==> src/rtl/mux_rr_arbiter.sv <==
// Round-robin 8-way arbiter producing a registered one-hot grant and binary mux select.
// Optional hold limit with timeout pulse: define MUX_ARB_TIMEOUT_EN.
module mux_rr_arbiter #(
  parameter int HOLD_MAX = 4
) (
  input  logic       clk,
  input  logic       rst_n,
  input  logic [7:0] req,
  input  logic       done,
  output logic [2:0] s,
  output logic [7:0] gnt,
  output logic       busy,
  output logic       timeout
);

  typedef enum logic {IDLE, GRANT} state_t;

  state_t     state_reg, state_next;
  logic [2:0] ptr_reg, ptr_next;
  logic [2:0] s_reg, s_next;
  logic [7:0] gnt_reg, gnt_next;
  logic       timeout_reg, timeout_next;
  logic       new_grant;
  logic       hold_expire;
  logic       release_now;
  logic [3:0] pick;

  // Searches ptr+1 .. ptr+8 (mod 8); the last candidate is ptr itself, which
  // gives the re-grant of a sole remaining requester for free.
  function automatic logic [3:0] rr_pick(input logic [7:0] r, input logic [2:0] p);
    logic [3:0] res;
    logic [2:0] idx;
    res = 4'b0000;
    for (int k = 8; k >= 1; k--) begin
      idx = p + 3'(k);
      if (r[idx]) res = {1'b1, idx};
    end
    return res;
  endfunction

  assign pick = rr_pick(req, ptr_reg);

`ifdef MUX_ARB_TIMEOUT_EN
  logic [7:0] hold_reg;

  assign hold_expire = (state_reg == GRANT) && (hold_reg == 8'(HOLD_MAX - 1));

  always_ff @(posedge clk or negedge rst_n) begin
    if (!rst_n) begin
      hold_reg <= 8'd0;
    end else if (new_grant) begin
      hold_reg <= 8'd0;
    end else if (state_reg == GRANT) begin
      hold_reg <= hold_reg + 8'd1;
    end
  end
`else
  assign hold_expire = 1'b0;
`endif

  assign release_now = done || !req[s_reg] || hold_expire;

  always_comb begin
    state_next   = state_reg;
    ptr_next     = ptr_reg;
    s_next       = s_reg;
    gnt_next     = gnt_reg;
    timeout_next = 1'b0;
    new_grant    = 1'b0;
    case (state_reg)
      IDLE: begin
        if (pick[3]) new_grant = 1'b1;
      end
      GRANT: begin
        if (release_now) begin
          // Only flag the hold limit when it is the sole reason for release.
          timeout_next = hold_expire && !done && req[s_reg];
          if (pick[3]) begin
            new_grant = 1'b1;
          end else begin
            state_next = IDLE;
            gnt_next   = 8'h00;
          end
        end
      end
      default: begin
        state_next = IDLE;
        gnt_next   = 8'h00;
      end
    endcase
    if (new_grant) begin
      state_next = GRANT;
      s_next     = pick[2:0];
      ptr_next   = pick[2:0];
      gnt_next   = 8'd1 << pick[2:0];
    end
  end

  always_ff @(posedge clk or negedge rst_n) begin
    if (!rst_n) begin
      state_reg   <= IDLE;
      ptr_reg     <= 3'd7;
      s_reg       <= 3'd0;
      gnt_reg     <= 8'h00;
      timeout_reg <= 1'b0;
    end else begin
      state_reg   <= state_next;
      ptr_reg     <= ptr_next;
      s_reg       <= s_next;
      gnt_reg     <= gnt_next;
      timeout_reg <= timeout_next;
    end
  end

  assign s       = s_reg;
  assign gnt     = gnt_reg;
  assign busy    = (state_reg == GRANT);
  assign timeout = timeout_reg;

endmodule

==> config.mk <==
export PLATFORM = sky130hd
export DESIGN_NAME = mux_rr_arbiter
export DESIGN_NICKNAME = d
export VERILOG_FILES = /design/src/rtl/mux_rr_arbiter.sv
export SDC_FILE = /design/constraint.sdc
export NUM_CORES = 1
export LEC_CHECK = 0
export CORE_MARGIN = 8
export CORE_UTILIZATION = 54
export DETAILED_ROUTE_END_ITERATION = 10
export GPL_TIMING_DRIVEN = 0
export PLACE_DENSITY = 0.79
export SLEW_MARGIN = 20
export SYNTH_ARGS = -nofsm -noshare
export SYNTH_HDL_FRONTEND = slang
export SYNTH_SLANG_ARGS = --single-unit
==> constraint.sdc <==
create_clock -name clk -period 4.2 [get_ports clk]
set_clock_uncertainty 0.1 [all_clocks]
set_input_delay 0.84 -clock clk [delete_from_list [all_inputs] [get_ports clk]]
set_output_delay 0.84 -clock clk [all_outputs]
set_load 0.02 [all_outputs]
met1.png
The bar under the picture is 20 um long.
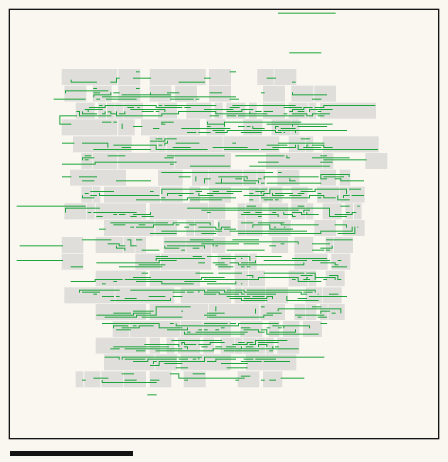
wire length on this layer	1750 um
share of all routed wire	42%

met2.png
The bar under the picture is 20 um long.
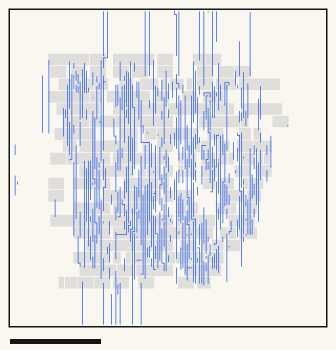
wire length on this layer	2050 um
main direction	vertical
longest straight run	23.5 um
share of all routed wire	49%
GRT met2 Usage: 0.279
total via count after detailed routing: 1369
Total Routed Length: 4.14 mm

met3.png
The bar under the picture is 20 um long.
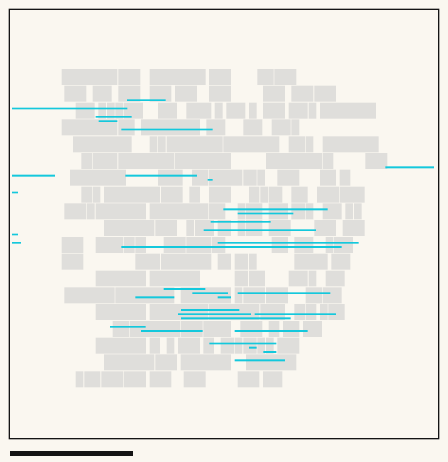
longest straight run	35.4 um
wire length on this layer	320 um
share of all routed wire	7.7%
nets with wire on the layer	27
main direction	horizontal

==> summary.rpt <==
==================================================================================
Clock buf/inv share                                                         0.0164
Sequential cell area in the final layout                                  379 um^2
Area of the die                                                          4810 um^2
Number of distinct library cells after synthesis                                41
Warning total across the stage logs                                             27
Count leader, synth                                                   sky130_fd_sc_hd__nand2_1
Outcome                                                               finished clean
Unrepaired setup endpoints after global routing                                 no
Netlist Area Pre-Place                                                   1540 um^2
Crit end category                                                         register
Count of clock-net buffers in the final layout                                   3
Pin count of the biggest net entering global routing                            16
DRC violation count after routing                                                0
Area after DPL                                                           1800 um^2
Total track usage                                                            0.179
Cell at the root of the clock tree                                    sky130_fd_sc_hd__clkbuf_4
Fraction of final layout cells sized beyond drive strength 1                 0.226
Flip-flop count of the largest register, all copies and words added              8
Path type of the worst min-delay path                                      reg2reg
Number of fill cells                                                           209
Largest class                                                         multi-input combinational cells
Clock slew at reported path FFs                                             100 ps
Clk ins delay skew pair                                                     300 ps
Chip area line of the yosys report                                       1540 um^2
Number of slew-limit violations in the final report                              0
Number of flip-flops and latches                                                15
Critical path launch point type                                           register
Number of hold-slack violations in the final timing report                       0
Arrival time at the worst endpoint                                         3900 ps
Fmax                                                                     0.262 GHz
MaxCap Viol Count                                                                0
Largest cells by area                                                 sky130_fd_sc_hd__mux4_2, sky130_fd_sc_hd__dfrtp_1, sky130_fd_sc_hd__mux2i_1, sky130_fd_sc_hd__dfstp_2, sky130_fd_sc_hd__nand2_1
Ys flops                                                                        15
Number of diodes added for antenna fixing                                        0
Die Span Y                                                                 69.3 um
Shortest clock period the worst path allows after layout                   3810 ps
Post-synthesis async set-or-reset flop share                                  1.00
Pre-Place Util                                                               0.562
NonClk Buf Share                                                             0.149
Hold buffers post-CTS                                                            0
Total congestion overflow after global routing                                   0
Count of plain and timing-repair buffers                                        31
Yosys stat cell total                                                          142
CTS max path bufs                                                                2
Area used by multi-input combinational logic                             1090 um^2
CTS Buf Count                                                                    3
Worst EP required                                                          4290 ps
FP Rows                                                                         19
Via-to-Cell Ratio                                                             6.88
Period Utilization, post-route                                               0.907
Setup violators final                                                            0
Initial DRT Pass Iterations                                                      4
Drt wl/cell                                                                20.8 um
Final design instance area without fill                                  1830 um^2
Smallest setup slack after layout                                           390 ps
Most frequent cells in the layout                                     sky130_fd_sc_hd__clkdlybuf4s50_1, sky130_fd_sc_hd__nand2_1, sky130_fd_sc_hd__mux4_2, sky130_fd_sc_hd__mux2i_1, sky130_fd_sc_hd__dfrtp_1
Top-area cell share                                                          0.205
Tap cell instance count                                                         31
Signed area change from the synthesized netlist to the final layout          18.8%
Number of enable flip-flop cells                                                 0
Most used logic cell in the final layout                              sky130_fd_sc_hd__clkdlybuf4s50_1
Cell count after synthesis                                                     142
==================================================================================
layer usage:
metal / up-vias / global-route usage / share of wire
met1: 678 / 0.229 / 0.42
met3: 5 / 0.0587 / 0.077
met2: 62 / 0.279 / 0.49
met4: 0 / 0.0501 / 0.0060
li1: 624 / - / -
met5: - / 0 / 0
final timing paths:
| kind | startpoint | to | slack [ps] | cells after the start |
|---|---|---|---|---|
| max reg2reg | ptr_reg[1] | s[2] | 390 | 11 |
| min in group asynchronous | rst_n | gnt[1] | 830 | 1 |
| max in group asynchronous | rst_n | gnt[7] | 2750 | 1 |
| min reg2reg | gnt[6] | gnt[6] | 390 | 2 |
| min | gnt[6] | gnt[6] | 390 | 2 |
| max | ptr_reg[1] | s[2] | 390 | 11 |
worst max-delay path: stages (launching register included):
cell                      delay, ps
sky130_fd_sc_hd__dfstp_2        550
sky130_fd_sc_hd__buf_2          170
sky130_fd_sc_hd__buf_2          280
sky130_fd_sc_hd__inv_1          160
sky130_fd_sc_hd__ha_1           430
sky130_fd_sc_hd__buf_2          280
sky130_fd_sc_hd__mux2i_1        310
sky130_fd_sc_hd__o22ai_1        130
sky130_fd_sc_hd__or4_1          420
sky130_fd_sc_hd__a41oi_1        280
sky130_fd_sc_hd__o21ai_0        260
sky130_fd_sc_hd__mux2_2         340
through the flow:
step / std cells
finish: 199
global route: 199
detailed placement: 195
global placement: 195
CTS: 199
floorplan: 142
cells by family after synthesis:
family,share of synthesized area
XOR/XNOR,0.0342
buffers and inverters,0.0432
AND/OR/NAND/NOR,0.100
AND-OR/OR-AND,0.176
other,0.00244
flip-flops,0.247
multiplexers,0.381
adder cells (fa/ha/maj),0.0163
